Run 1, a small window of the routed layout:
Region (44, 70) to (84, 110) µm. Cells in gray, sequential cells in the stronger gray; small squares are vias.
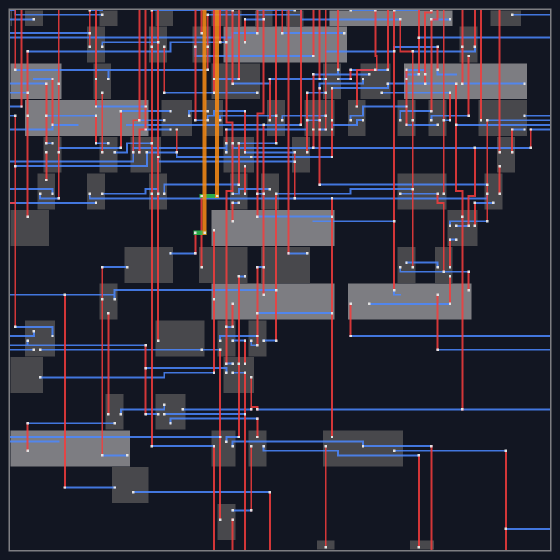
Run 1, where the registers sit:
(4 px per µm) Other sequential cells in the stronger gray, the rest of the logic in the fainter gray.
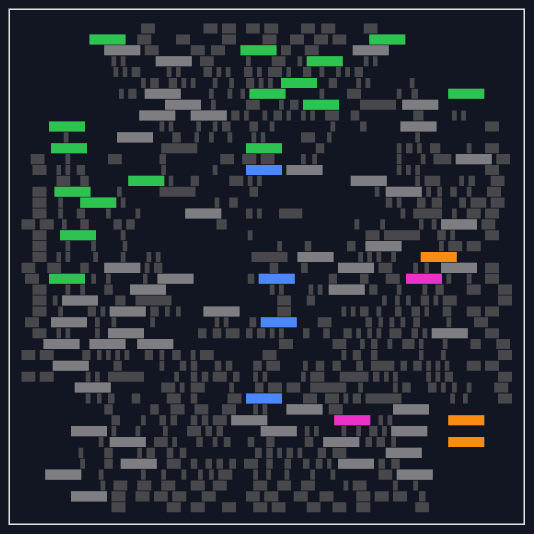
Run 1, routing congestion map:
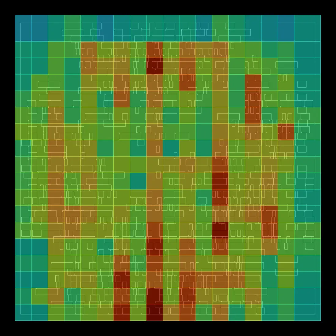
Run 1, the metal 2 layer:
(2 px per µm) Cells faint in the background.
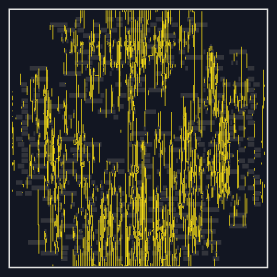
### config.mk
export PLATFORM = sky130hd
export DESIGN_NAME = decode_stage_flat
export DESIGN_NICKNAME = d
export VERILOG_FILES = /design/src/rtl/decode_stage_if.sv /design/src/rtl/decode_stage.sv /design/src/flat_wrapper.sv
export SDC_FILE = /design/constraint.sdc
export NUM_CORES = 1
export LEC_CHECK = 0
export ABC_AREA = 1
export CAP_MARGIN = 20
export CELL_PAD_IN_SITES_DETAIL_PLACEMENT = 1
export CELL_PAD_IN_SITES_GLOBAL_PLACEMENT = 1
export CORE_MARGIN = 2
export CORE_UTILIZATION = 25
export DETAILED_ROUTE_END_ITERATION = 16
export GPL_ROUTABILITY_DRIVEN = 0
export PLACE_DENSITY = 0.66
export SETUP_SLACK_MARGIN = 0.05
export SLEW_MARGIN = 20
export SYNTH_ARGS = -nofsm -noshare
export SYNTH_HDL_FRONTEND = slang
export SYNTH_SLANG_ARGS = --single-unit
### constraint.sdc
create_clock -name clk -period 5.4 [get_ports clk]
set_input_delay 1.08 -clock clk [delete_from_list [all_inputs] [get_ports clk]]
set_output_delay 1.08 -clock clk [all_outputs]
set_load 0.02 [all_outputs]
### src/rtl/decode_stage_if.sv
// Fetch-to-decode handshake bundle.
// Fetch drives the word; decode answers with ready.
interface decode_stage_if;
  logic        if_valid;
  logic        if_ready;
  logic [15:0] if_inst;
  logic [15:0] if_pc1;

  modport master (
    output if_valid, if_inst, if_pc1,
    input  if_ready
  );

  modport slave (
    input  if_valid, if_inst, if_pc1,
    output if_ready
  );
endinterface

### src/rtl/decode_stage.sv
// Decode stage: field split, operand forming, ID/EX slot,
// load-use stall, flush squash and sticky halt.
module decode_stage #(
  parameter int LU_STALL = 1
) (
  input  logic          clk,
  input  logic          rst,
  decode_stage_if.slave fe,
  output logic [2:0]    rf_ra1,
  output logic [2:0]    rf_ra2,
  input  logic [15:0]   rf_rd1,
  input  logic [15:0]   rf_rd2,
  input  logic          ex_ready,
  input  logic          alu_flush,
  input  logic          alu_hlt,
  output logic          ex_valid,
  output logic [1:0]    ex_op1,
  output logic [2:0]    ex_op2,
  output logic [2:0]    ex_cond,
  output logic [3:0]    ex_opcode,
  output logic [3:0]    ex_d,
  output logic [15:0]   ex_in1,
  output logic [15:0]   ex_in2,
  output logic [15:0]   ex_st_data,
  output logic          ex_wr_en,
  output logic [2:0]    ex_wr_addr,
  output logic          ex_mem_rd,
  output logic          ex_mem_wr,
  output logic          halted
);

  typedef struct packed {
    logic        valid;
    logic [1:0]  op1;
    logic [2:0]  op2;
    logic [2:0]  cond;
    logic [3:0]  opcode;
    logic [3:0]  d;
    logic [15:0] in1;
    logic [15:0] in2;
    logic [15:0] st_data;
    logic        wr_en;
    logic [2:0]  wr_addr;
    logic        mem_rd;
    logic        mem_wr;
  } slot_t;

  localparam logic [1:0] STALL_LD = 2'(LU_STALL - 1);

  slot_t       slot, slot_nxt, dec;
  logic [1:0]  cnt, cnt_nxt;
  logic        halt_nxt;
  logic        use_a, use_b, hazard;
  logic [15:0] inst, sx;

  assign inst   = fe.if_inst;
  assign sx     = {{8{inst[7]}}, inst[7:0]};
  assign rf_ra1 = inst[10:8];
  assign rf_ra2 = inst[13:11];

  // Decode the IF word into a candidate slot and its source usage.
  always_comb begin
    dec         = '0;
    dec.valid   = 1'b1;
    dec.op1     = inst[15:14];
    dec.op2     = inst[13:11];
    dec.cond    = inst[10:8];
    dec.opcode  = inst[7:4];
    dec.d       = inst[3:0];
    dec.st_data = rf_rd2;
    use_a       = 1'b0;
    use_b       = 1'b0;
    unique case (inst[15:14])
      2'b11: begin
        dec.in1     = rf_rd1;
        dec.in2     = rf_rd2;
        dec.wr_addr = inst[10:8];
        dec.wr_en   = !(inst[7:4] inside {4'b0101, 4'b0111, [4'b1100:4'b1111]});
        use_a       = 1'b1;
        use_b       = 1'b1;
      end
      2'b00: begin
        dec.in1     = rf_rd1;
        dec.in2     = sx;
        dec.mem_rd  = 1'b1;
        dec.wr_en   = 1'b1;
        dec.wr_addr = inst[13:11];
        use_b       = 1'b1;
      end
      2'b01: begin
        dec.in1     = rf_rd1;
        dec.in2     = sx;
        dec.mem_wr  = 1'b1;
        dec.wr_addr = inst[13:11];
        use_a       = 1'b1;
        use_b       = 1'b1;
      end
      2'b10: begin
        dec.wr_addr = inst[10:8];
        use_b       = (inst[13:11] != 3'b000);
        unique case (inst[13:11])
          3'b000, 3'b001: begin
            dec.in1   = rf_rd1;
            dec.in2   = sx;
            dec.wr_en = 1'b1;
          end
          3'b010: begin
            dec.in1 = rf_rd1;
            dec.in2 = sx;
          end
          3'b100, 3'b110, 3'b111: begin
            dec.in1 = fe.if_pc1;
            dec.in2 = sx;
          end
          3'b101: dec.in1 = fe.if_pc1;
          3'b011: dec.in1 = '0;
        endcase
      end
    endcase
  end

  // A live load in the slot feeding a source of the IF word.
  always_comb begin
    hazard = fe.if_valid & slot.valid & slot.mem_rd &
             ((use_a & (slot.wr_addr == inst[13:11])) |
              (use_b & (slot.wr_addr == inst[10:8])));
  end

  // Per-cycle priority: halt, halt request, back-pressure,
  // flush, stall, issue.
  always_comb begin
    slot_nxt    = '0;
    cnt_nxt     = cnt;
    halt_nxt    = halted;
    fe.if_ready = 1'b0;
    if (halted) begin
      slot_nxt = '0;
    end else if (alu_hlt & slot.valid & ex_ready) begin
      halt_nxt = 1'b1;
    end else if (!ex_ready) begin
      slot_nxt = slot;
    end else if (alu_flush & slot.valid) begin
      fe.if_ready = 1'b1;
      cnt_nxt     = '0;
    end else if (cnt != 2'd0) begin
      cnt_nxt = cnt - 2'd1;
    end else if (hazard) begin
      cnt_nxt = STALL_LD;
    end else if (fe.if_valid) begin
      slot_nxt    = dec;
      fe.if_ready = 1'b1;
    end
  end

  // ID/EX slot, stall counter and halt flag.
  always_ff @(posedge clk or posedge rst) begin
    if (rst) begin
      slot   <= '0;
      cnt    <= '0;
      halted <= 1'b0;
    end else begin
      slot   <= slot_nxt;
      cnt    <= cnt_nxt;
      halted <= halt_nxt;
    end
  end

  assign ex_valid   = slot.valid;
  assign ex_op1     = slot.op1;
  assign ex_op2     = slot.op2;
  assign ex_cond    = slot.cond;
  assign ex_opcode  = slot.opcode;
  assign ex_d       = slot.d;
  assign ex_in1     = slot.in1;
  assign ex_in2     = slot.in2;
  assign ex_st_data = slot.st_data;
  assign ex_wr_en   = slot.wr_en;
  assign ex_wr_addr = slot.wr_addr;
  assign ex_mem_rd  = slot.mem_rd;
  assign ex_mem_wr  = slot.mem_wr;

endmodule
### src/flat_wrapper.sv
// flat-port wrapper written by rule: the top's interface ports become plain ports
module decode_stage_flat 
#(
  parameter int LU_STALL = 1
)
  (clk, rst, rf_ra1, rf_ra2, rf_rd1, rf_rd2, ex_ready, alu_flush, alu_hlt, ex_valid, ex_op1, ex_op2, ex_cond, ex_opcode, ex_d, ex_in1, ex_in2, ex_st_data, ex_wr_en, ex_wr_addr, ex_mem_rd, ex_mem_wr, halted, fe_if_valid, fe_if_inst, fe_if_pc1, fe_if_ready);
  decode_stage_if fe_i ();
  input  logic clk;
  input  logic rst;
  output logic [2:0] rf_ra1;
  output logic [2:0] rf_ra2;
  input  logic [15:0] rf_rd1;
  input  logic [15:0] rf_rd2;
  input  logic ex_ready;
  input  logic alu_flush;
  input  logic alu_hlt;
  output logic ex_valid;
  output logic [1:0] ex_op1;
  output logic [2:0] ex_op2;
  output logic [2:0] ex_cond;
  output logic [3:0] ex_opcode;
  output logic [3:0] ex_d;
  output logic [15:0] ex_in1;
  output logic [15:0] ex_in2;
  output logic [15:0] ex_st_data;
  output logic ex_wr_en;
  output logic [2:0] ex_wr_addr;
  output logic ex_mem_rd;
  output logic ex_mem_wr;
  output logic halted;
  input wire logic [$bits(fe_i.if_valid)-1:0] fe_if_valid;
  input wire logic [$bits(fe_i.if_inst)-1:0] fe_if_inst;
  input wire logic [$bits(fe_i.if_pc1)-1:0] fe_if_pc1;
  output wire logic [$bits(fe_i.if_ready)-1:0] fe_if_ready;
  assign fe_i.if_valid = fe_if_valid;
  assign fe_i.if_inst = fe_if_inst;
  assign fe_i.if_pc1 = fe_if_pc1;
  assign fe_if_ready = fe_i.if_ready;
  decode_stage #(.LU_STALL(LU_STALL)) u_core (.clk(clk), .rst(rst), .fe(fe_i), .rf_ra1(rf_ra1), .rf_ra2(rf_ra2), .rf_rd1(rf_rd1), .rf_rd2(rf_rd2), .ex_ready(ex_ready), .alu_flush(alu_flush), .alu_hlt(alu_hlt), .ex_valid(ex_valid), .ex_op1(ex_op1), .ex_op2(ex_op2), .ex_cond(ex_cond), .ex_opcode(ex_opcode), .ex_d(ex_d), .ex_in1(ex_in1), .ex_in2(ex_in2), .ex_st_data(ex_st_data), .ex_wr_en(ex_wr_en), .ex_wr_addr(ex_wr_addr), .ex_mem_rd(ex_mem_rd), .ex_mem_wr(ex_mem_wr), .halted(halted));
endmodule
==> impl_metrics.csv, run 1 <==
group,metric,value,unit
run_status,status,"finished, final reports clean",
clock_network,cts_sinks,74,
cells_and_area,syn_to_final_growth,46.0,%
timing,fin_skew,0.00661,ns
die,fp.coreArea,0.0151,mm²
grt,antenna_found_initial,0,
worst_setup_path,criticalPathCategory,"input port to output pin",
timing,tightest_slew,0.937,ns
worst_setup_path,end_kind,"output pin",
yosys,ys_cells,495,
yosys,syn_area,0.00387,mm²
timing,setup_ws,0.866,ns
clock_network,post_cts_buffers,0,
cells_and_area,logic_area,0.00166,mm²
die,rows,45,
yosys,syn_area_per_cell,7.82,µm²
clock_network,postCtsHoldBufs,0,
power_and_ir_drop,intPower,924,µW
worst_setup_path,required,4.32,ns
timing,tns,0,ns
grt,overflow,0,
yosys,ys.flops,74,
timing,hold_viol_final,0,
power_and_ir_drop,vdd_drop_max,130,µV
yosys,async_flop_share,100,%
timing,whs,0.480,ns
yosys,synth_chip_area,0.00387,mm²
grt,grt_pass1_vias,4138,
cells_and_area,fin_nets,688,
cells_and_area,n_antenna_cell,0,
die,io_pins,149,
cells_and_area,fin_area,0.00565,mm²
yosys,syn_inst,495,
yosys,ys_types,26,
cells_and_area,post-route-util,37.3,%
power_and_ir_drop,p_sw,308,µW
cells_and_area,seq_area,0.00185,mm²
worst_setup_path,r2r-start,"u_core.ex_valid",
timing,timing.fmax,0.221,GHz
power_and_ir_drop,sequentialPowerShare,45.0,%
cells_and_area,drive_above_1_share,5.31,%
power_and_ir_drop,clock_power_share,43.7,%
drt,ant_nets,0,
clock_network,clkLatencyLatePin,0.34,ns
drt,detail_route.wl_per_cell,17.7,µm
timing,slew-limit-headroom,37.4,%
worst_setup_path,ff2ff_path_depth,6,
clock_network,cts_buffer_depth,2,
cells_and_area,stdcell_count,810,
placed_design,hpwl,9830,µm
clock_network,cts_inserted_buffers,9,
drt,via_per_inst,4.87,
yosys,synthesis.nets,565,
drt,first_pass_iters,4,
timing,maxSlewViolCount,0,
min_path,hold_end,"u_core.ex_in1[10]",
placed_design,placed_cell_area,0.00540,mm²
die,chipArea,0.0165,mm²
worst_setup_path,crit_start,"fe_if_inst[15]",
timing,min_period,4.53,ns
placed_design,port-buffer-count,148,
worst_setup_path,reg2reg_setup_slack,3.10,ns
timing,rsz0062_at_grt,"false",
cells_and_area,num-fill-cells,1786,
min_path,hold_depth,2,
clock_network,cts_resized,0,
worst_setup_path,timing.rr.end,"u_core.ex_st_data[15]",
timing,timing.final.crit_share,84.0,%
timing,setup_viol,0,
grt,grt_max_degree,73,
Back to the opening pictures, 'a small window of the routed layout':
metal 2: marked red. metal 1: marked blue. metal 4: marked orange. metal 3: marked green.
55 logic cells have their middle in the window. Sequential cells in the window: 7. Most frequent: nand2_1 (19), nor2_1 (10), nand4_1 (9). Netlist names of flops here include u_core.ex_in2 (3), u_core.ex_st_data (3).

Back to the opening pictures, 'where the registers sit':
u_core.ex_cond: marked orange, sequential cells 3. u_core.ex_op1: marked magenta, sequential cells 2. u_core.ex_st_data: marked green, sequential cells 16. u_core.ex_d: marked blue, sequential cells 4, where center.

Back to the opening pictures, 'routing congestion map':
total track usage: 17.7%
GR peak layer: met2
met1 Usage GRT: 23.1%

Back to the opening pictures, 'the metal 2 layer':
The layer carries 7,100 µm of wire. The wires run mostly vertical. 577 nets have wire on it.

## run 1: worst max-delay path, cell delays in order
cell,delay [ns]
clkdlybuf4s50_1,0.76
inv_2,0.12
nor2_8,0.26
nand3_1,0.14
nand3_1,0.12
nand2_2,0.10
nand2_8,0.07
nand2_1,0.04
a21oi_1,0.14
clkdlybuf4s50_1,0.62
## run 1: sequential cells by signal, indices dropped and copies added (netlist names)
register,count
u_core.ex_wr_en,1
u_core.ex_d,4
u_core.ex_opcode,4
u_core.ex_st_data,16
u_core.ex_valid,1
u_core.ex_op1,2
u_core.ex_mem_wr,1
u_core.halted,1
u_core.ex_wr_addr,3
u_core.ex_op2,3
u_core.ex_cond,3
u_core.cnt,2
u_core.ex_mem_rd,1
u_core.ex_in1,16
u_core.ex_in2,16
## run 1: Yosys cell counts (7+ instances only)
| master | n | area [µm²] |
|---|---|---|
| buf_6 | 7 | 78.8 |
| buf_4 | 8 | 60.1 |
| nor2_1 | 28 | 105 |
| clkbuf_1 | 9 | 33.8 |
| nand2_1 | 179 | 672 |
| buf_2 | 12 | 60.1 |
| nand3_1 | 31 | 155 |
| nand4_1 | 70 | 438 |
| dfrtp_1 | 74 | 1850 |
| o21ai_0 | 14 | 70.1 |
| inv_1 | 31 | 116 |
## run 1: layer usage
metal  vias up  share of wire (%)  global-route usage, %
met5         -                  0                      0
met4         0                2.0                   6.46
met3        18                4.2                   2.70
met2       104                 50                   29.8
met1      1948                 44                   23.1
li1       1878                  -                      -
## run 1: final cells by class
type	count	share of cell area (%)
flip-flops and latches	74	32.8
well taps	188	4.16
repair buffers	154	27.0
multi-input cells	346	29.3
clock buffers	11	4.12
clock inverters	4	0.354
inverters	33	2.21
## run 1: worst max path at each step
| stage | cells after the start | end |
|---|---|---|
| after floorplan | 8 | fe_if_ready |
| after CTS | 10 | fe_if_ready |
| after global routing | 10 | fe_if_ready |
| after detailed placement | 10 | fe_if_ready |
| after global placement | 10 | fe_if_ready |
| final | 10 | fe_if_ready |
## run 1: power by group through the flow
stage	clock [mW]	combinational, mW	sequential (mW)
after floorplan	0	0.0610	0.565
after global placement	0	0.139	0.565
after detailed placement	0	0.141	0.565
after CTS	0.559	0.141	0.554
after global routing	0.579	0.152	0.554
final	0.538	0.139	0.555
## run 1: logic make-up after synthesis
family / after synthesis / share of synthesized area [%]
AND-OR/OR-AND: 26 / 3.98
XOR/XNOR: 2 / 0.453
buffers and inverters: 75 / 9.80
flip-flops: 74 / 47.9
AND/OR/NAND/NOR: 318 / 37.9
## run 1: layout by cell type, fill, tap and decap left out
master	n
a21oi_4	2
inv_2	1
or2_2	1
nand2_1	179
o21ai_0	14
and3_1	1
buf_4	6
dfrtp_1	74
a21oi_1	3
xnor2_1	2
clkbuf_16	9
a31oi_1	1
nor3b_1	1
inv_1	30
nor3b_2	1
nand4_1	70
o21ai_1	6
nand3_2	1
nand3_1	31
nor2_4	2
clkbuf_1	2
nor2_1	26
clkinv_1	1
nand2_8	1
nor2_8	1
clkinv_2	5
nand2_2	3
clkdlybuf4s50_1	148
Run 1, logic cells by family:
(4 px per µm)
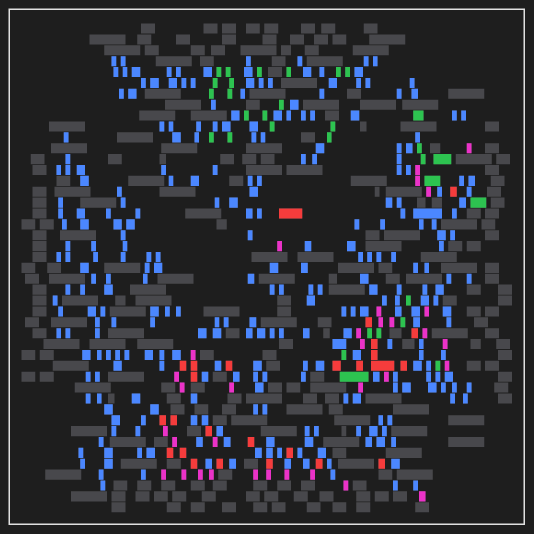

==> run 2, diff against run 1 <==
--- a/config.mk
+++ b/config.mk
@@ -13,7 +13,7 @@
 export CORE_UTILIZATION = 25
 export DETAILED_ROUTE_END_ITERATION = 16
 export GPL_ROUTABILITY_DRIVEN = 0
-export PLACE_DENSITY = 0.66
+export PLACE_DENSITY = 0.68
 export SETUP_SLACK_MARGIN = 0.05
 export SLEW_MARGIN = 20
 export SYNTH_ARGS = -nofsm -noshare
==> constraint.sdc (replaced) <==
create_clock -name clk -period 3.7 [get_ports clk]
set_input_delay 0.74 -clock clk [delete_from_list [all_inputs] [get_ports clk]]
set_output_delay 0.74 -clock clk [all_outputs]
set_load 0.02 [all_outputs]
Run 2, logic cells by family:
(4 px per µm)
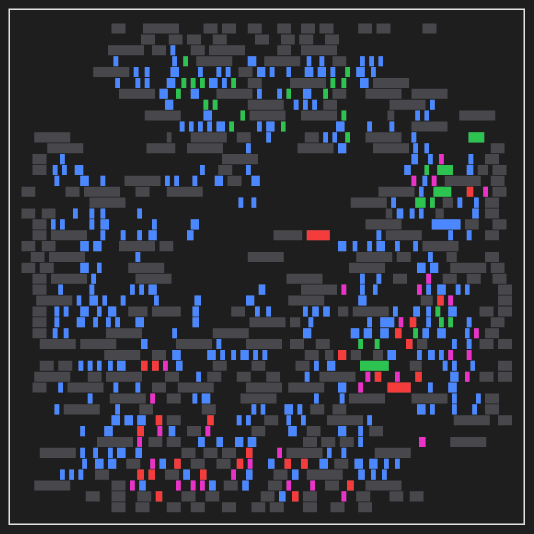
nand cells: marked blue, cells 285, where all over the die. aoi and oai cells: marked red, cells 26. inv cells: marked magenta, cells 33. nor cells: marked green, cells 31.
Non-Filler Instances: 813
most used logic cell in the final layout: nand2_1
logic share of the area: 29.0%

Run 2, a small window of the routed layout:
Region (44, 70) to (84, 110) µm. Cells in gray, sequential cells in the stronger gray; small squares are vias.
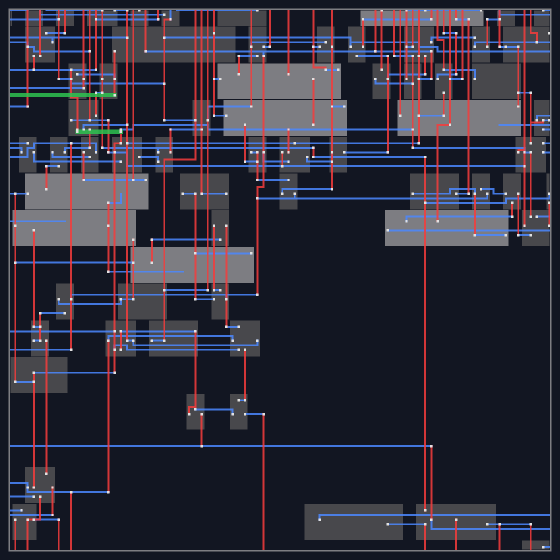
metal 2: marked red. metal 3: marked green. metal 1: marked blue.
Sequential cells in the window: 7. 53 logic cells have their middle in the window. Netlist names of flops here include u_core.ex_in2 (4), u_core.ex_st_data (2). Most frequent: nand2_1 (18), nand4_1 (10), nor2_1 (8).

Run 2, the metal 2 layer:
(2 px per µm) Cells faint in the background.
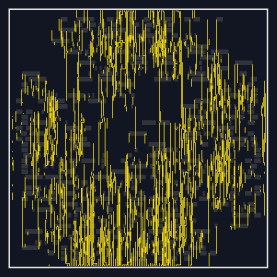
The layer holds 50% of the routed length. The wires run mostly vertical. 598 nets have wire on it. The layer carries 7,010 µm of wire.

==> impl_metrics.csv, run 2 <==
group,metric,value,unit
power_and_ir_drop,clock_power_share,43.8,%
worst_setup_path,cp_top_family,"buffers and inverters",
timing,setup_ws,0.232,ns
cells_and_area,drive_above_1_share,5.92,%
timing,fin_skew,0.0108,ns
worst_setup_path,cp_slowest_cell,"clkdlybuf4s50_1",
timing,min_period,3.47,ns
yosys,synthTopCellsByCount,"nand2_1 (179), dfrtp_1 (74), nand4_1 (70), inv_1 (31), nand3_1 (31)",
yosys,ys.flops,74,
worst_setup_path,reg2reg_setup_slack,1.59,ns
timing,maxSlewViolCount,0,
yosys,syn_inst,495,
worst_setup_path,r2r-start,"u_core.ex_wr_addr[2]",
yosys,ys_types,26,
placed_design,port-buffer-count,148,
min_path,hold_end,"u_core.ex_cond[2]",
timing,slew-limit-headroom,46.5,%
clock_network,cts_sinks,74,
timing,timing.fmax,0.288,GHz
cells_and_area,fin_nets,692,
yosys,synth.cellmix.adderShare,0,%
yosys,top_area_share,47.9,%
clock_network,post_cts_buffers,0,
drt,first_pass_iters,4,
clock_network,cts_inserted_buffers,9,
cells_and_area,syn_to_final_growth,48.0,%
yosys,mux_area_share,0,%
power_and_ir_drop,p_sw,436,µW
die,io_pins,149,
worst_setup_path,ff2ff_path_depth,12,
worst_setup_path,required,2.96,ns
timing,tightest_slew,0.802,ns
grt,antenna_found_initial,0,
yosys,xor_area_share,0.453,%
cells_and_area,n_antenna_cell,0,
power_and_ir_drop,sequentialPowerShare,44.9,%
yosys,top_area_cell,"dfrtp_1",
grt,grt_max_degree,73,
yosys,synthTopLogicFamily,"simple AND/OR/NAND/NOR gates",
placed_design,hpwl,9720,µm
yosys,async_flop_share,100,%
grt,grt_pass1_vias,4188,
yosys,synthesis.nets,565,
drt,detail_route.wl_per_cell,17.2,µm
timing,whs,0.483,ns
power_and_ir_drop,vdd_drop_max,211,µV
clock_network,cts_buffer_depth,2,
yosys,top_cell,"nand2_1",
drt,ant_nets,0,
worst_setup_path,crit_buf_inv,3,
worst_setup_path,path_cells,"clkdlybuf4s50_1 -> inv_1 -> a21oi_1 -> nand3_1 -> nand2_2 -> nand2_8 -> nand2_1 -> a21oi_1 -> clkdlybuf4s50_1",
yosys,topCellsByArea,"dfrtp_1 (48%), nand2_1 (17%), nand4_1 (11%)",
yosys,ys_cells,495,
worst_setup_path,end_kind,"output pin",
timing,timing.final.crit_share,93.7,%
yosys,ys_sh_simple,37.9,%
run_status,status,"finished, final reports clean",
worst_setup_path,criticalPathCategory,"input port to output pin",
timing,hold_viol_final,0,
power_and_ir_drop,intPower,1.37,mW
die,chipArea,0.0165,mm²
timing,setup_viol,0,
yosys,syn_area_per_cell,7.82,µm²
die,fp.coreArea,0.0151,mm²
grt,grt_usage,17.6,%
clock_network,clkLatencyLatePin,0.34,ns
yosys,aoi_share,3.98,%
min_path,hold_depth,2,
yosys,synth_chip_area,0.00387,mm²
clock_network,postCtsHoldBufs,0,
==> run 2: per-stage QoR <==
stage          util (%)  cells  power [mW]  area (µm²)
2_1_floorplan         -    495       0.913        3870
6_report           37.8    813        1.80        5720
3_5_place_dp       36.1    799        1.03        5460
3_3_place_gp       36.1    799        1.03        5460
4_1_cts            37.8    813        1.84        5720
5_1_grt            37.8    813        1.89        5720
==> run 2: metal layers <==
layer | routed length (µm) | global-route usage (%) | up-vias
li1 | - | - | 1879
met1 | 6280 | 22.4 | 1957
met2 | 7010 | 30.1 | 79
met3 | 482 | 3.28 | 16
met4 | 238 | 6.01 | 0
met5 | 0 | 0 | -
==> run 2: final cells by class <==
type	count	area, µm²
clock inverters	3	17.5
well taps	188	235
inverters	33	125
flip-flops and latches	74	1850
multi-input cells	346	1660
clock buffers	11	243
repair buffers	158	1590
fillers	1817	9420
==> run 2: cell families after synthesis <==
group / after synthesis
compound gates: 26
xor+xnor: 2
simple gates: 318
buf+inv: 75
flops: 74
==> run 2: power groups by stage <==
stage | clock network, mW | registers, mW | logic, mW
finish | 0.790 | 0.810 | 0.205
global placement | 0 | 0.824 | 0.204
CTS | 0.822 | 0.809 | 0.208
floorplan | 0 | 0.824 | 0.0890
detailed placement | 0 | 0.824 | 0.207
global route | 0.853 | 0.809 | 0.226
==> run 2: worst register-to-register path: stages, from the launching register on <==
cell and delay [ns]:
dfrtp_1 0.44, inv_1 0.08, nand2_1 0.05, nand2_1 0.06, nor2_1 0.04, nand3_1 0.07
nand2_2 0.10, nand2_8 0.07, buf_4 0.58, nand2_1 0.27, nand2_1 0.15, nand2_1 0.07
nand2_1 0.06
==> run 2: worst max path at each step <==
stage / to / from / cells past startpoint / slack, ns
floorplan: u_core.cnt[0] / rst / 1 / 1.08
global placement: fe_if_ready / fe_if_inst[14] / 9 / 0.28
detailed placement: fe_if_ready / fe_if_inst[14] / 9 / 0.22
CTS: fe_if_ready / fe_if_inst[14] / 9 / 0.22
global route: fe_if_ready / fe_if_inst[14] / 9 / 0.11
finish: fe_if_ready / fe_if_inst[14] / 9 / 0.23
==> run 3, diff against run 2 <==
--- a/config.mk
+++ b/config.mk
@@ -12,10 +12,8 @@
 export CORE_MARGIN = 2
 export CORE_UTILIZATION = 25
 export DETAILED_ROUTE_END_ITERATION = 16
-export GPL_ROUTABILITY_DRIVEN = 0
 export PLACE_DENSITY = 0.68
 export SETUP_SLACK_MARGIN = 0.05
-export SLEW_MARGIN = 20
 export SYNTH_ARGS = -nofsm -noshare
 export SYNTH_HDL_FRONTEND = slang
 export SYNTH_SLANG_ARGS = --single-unit
Run 3, a small window of the routed layout:
Region (44, 70) to (84, 110) µm. Cells in gray, sequential cells in the stronger gray; small squares are vias.
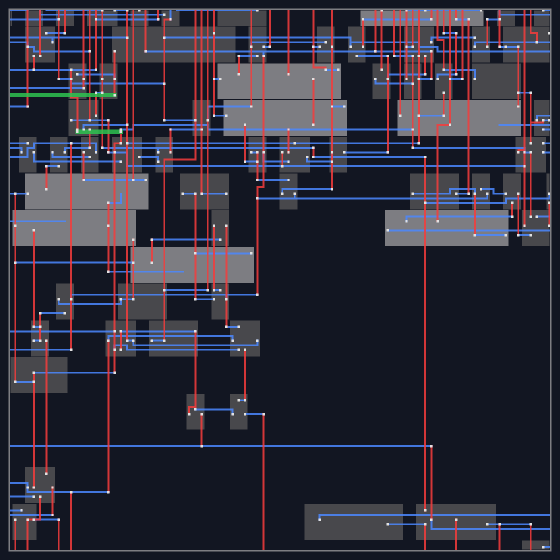
metal 2: marked red. metal 3: marked green. metal 1: marked blue.
53 logic cells have their middle in the window. Most frequent: nand2_1 (18), nand4_1 (10), nor2_1 (8). Sequential cells in the window: 7. Netlist names of flops here include u_core.ex_in2 (4), u_core.ex_st_data (2).

Run 3, the metal 2 layer:
(2 px per µm) Cells faint in the background.
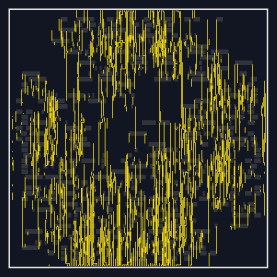
The layer carries 7,010 µm of wire. The longest straight run is 51.8 µm. 598 nets have wire on it. The wires run mostly vertical. The layer holds 50% of the routed length.

==> impl_metrics.csv, run 3 <==
group,metric,value,unit
run_status,status,"finished, final reports clean",
placed_design,routabilityCongestion,0.801,
timing,maxSlewViolCount,0,
yosys,flop_cell,"dfrtp_1",
min_path,hp-class,"flip-flop to flip-flop",
yosys,ys_types,26,
timing,setup_ws,0.232,ns
yosys,synth_chip_area,0.00387,mm²
yosys,syn_area,0.00387,mm²
flow_run,tool_warnings,26,
yosys,ys_warn_count,0,
worst_setup_path,cp.arrival,2.73,ns
power_and_ir_drop,sequentialPowerShare,44.9,%
power_and_ir_drop,swShare,24.2,%
grt,met2_usage,30.1,%
worst_setup_path,required,2.96,ns
flow_run,maxCapViolCount,0,
clock_network,cts.clk_slew.worst_paths,0.05,ns
timing,whs,0.483,ns
drt,detail_route.wl_per_cell,17.2,µm
worst_setup_path,end_kind,"output pin",
grt,antenna_found_initial,0,
clock_network,postCtsHoldBufs,0,
power_and_ir_drop,power_density,315,mW/mm²
clock_network,cts_inserted_buffers,9,
cells_and_area,syn_to_final_growth,48.0,%
clock_network,clkLatencyLatePin,0.34,ns
timing,setup_viol,0,
power_and_ir_drop,intPower,1.37,mW
grt,grt_max_degree,73,
cells_and_area,drive_above_1_share,5.92,%
drt,via_per_inst,4.84,
clock_network,post_cts_buffers,0,
timing,fin_skew,0.0108,ns
yosys,postSynthSeqShare,47.9,%
yosys,async_flop_share,100,%
clock_network,htreeDepth,3,
worst_setup_path,worstPathMaxFanout,6,
drt,drc,0,
yosys,syn_area_per_cell,7.82,µm²
die,io_pins,149,
placed_design,port-buffer-count,148,
die,chipArea,0.0165,mm²
worst_setup_path,path_cells,"clkdlybuf4s50_1 -> inv_1 -> a21oi_1 -> nand3_1 -> nand2_2 -> nand2_8 -> nand2_1 -> a21oi_1 -> clkdlybuf4s50_1",
die,die_h,128,µm
yosys,top_area_cell,"dfrtp_1",
timing,tightest_slew,0.802,ns
power_and_ir_drop,clock_power_share,43.8,%
clock_network,cts_resized,0,
clock_network,cts_buffer_depth,2,
drt,first_pass_iters,4,
yosys,ys.flops,74,
timing,min_period,3.47,ns
power_and_ir_drop,combPwrFrac,11.4,%
timing,hold_viol_final,0,
drt,wl,14000,µm
placed_design,hpwl,9720,µm
yosys,synthesis.nets,565,
yosys,synthTopCellsByCount,"nand2_1 (179), dfrtp_1 (74), nand4_1 (70), inv_1 (31), nand3_1 (31)",
worst_setup_path,cp_slowest_cell,"clkdlybuf4s50_1",
worst_setup_path,start_kind,"input port",
yosys,top_area_share,47.9,%
cells_and_area,layout_top_cell,"nand2_1",
worst_setup_path,worst_path_largest_cell_delay,0.72,ns
power_and_ir_drop,vdd_drop_max,211,µV
grt,grt-busiest-layer,"met2",
grt,grt_usage,17.6,%
timing,timing.fmax,0.288,GHz
yosys,ys_cells,495,
power_and_ir_drop,power.leakage,2.78,nW
drt,drtIter0Drc,151,
cells_and_area,n_antenna_cell,0,
grt,grt_pass1_vias,4188,
yosys,topCellsByArea,"dfrtp_1 (48%), nand2_1 (17%), nand4_1 (11%)",
drt,ant_nets,0,
grt,grt_use_met3,3.28,%
timing,tns,0,ns
clock_network,root_buffer,"clkbuf_16",
die,rows,45,
die,die_w,128,µm
yosys,synth-edff-count,0,
clock_network,tritoncts,"yes",
grt,grt_util_met1,22.4,%
grt,overflow,0,
die,fp.coreArea,0.0151,mm²
timing,rsz0062_at_grt,"false",
timing,slew-limit-headroom,46.5,%
placed_design,place_ws,0.218,ns
worst_setup_path,criticalPathCategory,"input port to output pin",
drt,dr_total_vias,3931,
die,fp_util,25.5,%
clock_network,cts_sinks,74,
cells_and_area,layout_top_cells,"nand2_1 (179), clkdlybuf4s50_1 (148), dfrtp_1 (74)",
yosys,syn_inst,495,
cells_and_area,fin_nets,692,
power_and_ir_drop,p_sw,436,µW
power_and_ir_drop,p_total,1.80,mW
grt,grt_pass1_wl,22600,µm
timing,timing.final.crit_share,93.7,%
yosys,top_cell,"nand2_1",
Run 3, where the registers sit:
(4 px per µm) Other sequential cells in the stronger gray, the rest of the logic in the fainter gray.
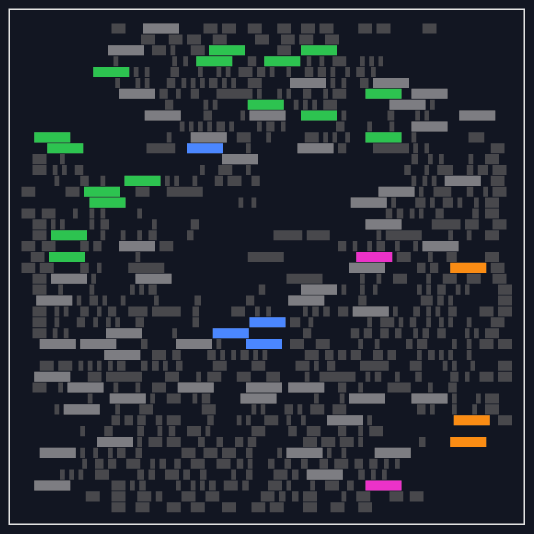
u_core.ex_cond: marked orange, sequential cells 3. u_core.ex_st_data: marked green, sequential cells 16. u_core.ex_d: marked blue, sequential cells 4. u_core.ex_op1: marked magenta, sequential cells 2.
Seq/total area: 32.3%
total sequential power: 810 µW
final core utilization: 37.8%

## run 3: worst max-delay path: cells and delay by family
kind | cells | cell delay (ns)
AND-OR/OR-AND | 2 | 0.22
buffers and inverters | 3 | 1.40
AND/OR/NAND/NOR | 4 | 0.36
## run 3: through the flow
stage                     instance area [µm²]  util, %  instances
final                                    5720     37.8        813
after global routing                     5720     37.8        813
after CTS                                5720     37.8        813
after detailed placement                 5460     36.1        799
after global placement                   5460     36.1        799
after floorplan                          3870        -        495
## run 3: final timing paths
path	startpoint	end	slack, ns	depth (start not counted)
hold / removal	u_core.ex_cond[2]	u_core.ex_cond[2]	0.48	2
setup reg to reg	u_core.ex_wr_addr[2]	u_core.cnt[0]	1.59	12
hold reg to reg	u_core.ex_cond[2]	u_core.ex_cond[2]	0.48	2
min in group asynchronous	rst	u_core.ex_cond[0]	0.76	2
max in group asynchronous	rst	u_core.ex_in2[6]	2.27	3
setup / recovery	fe_if_inst[14]	fe_if_ready	0.23	9
## run 3: area by class of cell
type / count / area, µm²
well taps: 188 / 235
inverters: 33 / 125
multi-input cells: 346 / 1660
clock buffers: 11 / 243
clock inverters: 3 / 17.5
repair buffers: 158 / 1590
fillers: 1817 / 9420
flip-flops and latches: 74 / 1850
## run 3: cells by family (layout without fill, tap and decap cells)
group,after synthesis,in the layout,synth area share [%]
AND-OR/OR-AND,26,26,3.98
XOR/XNOR,2,2,0.453
buffers and inverters,75,205,9.80
flip-flops,74,74,47.9
AND/OR/NAND/NOR,318,318,37.9
## run 3: layer usage
metal	vias to the layer above	wire length (µm)
met2	79	7010
li1	1879	-
met3	16	482
met1	1957	6280
met4	0	238
met5	-	0
## run 3: power by group through the flow
| stage | sequential [mW] | clock, mW | combinational (mW) |
|---|---|---|---|
| after floorplan | 0.824 | 0 | 0.0890 |
| after global placement | 0.824 | 0 | 0.204 |
| after detailed placement | 0.824 | 0 | 0.207 |
| after CTS | 0.809 | 0.822 | 0.208 |
| after global routing | 0.809 | 0.853 | 0.226 |
| final | 0.810 | 0.790 | 0.205 |
Power and IR drop assume default switching activity.
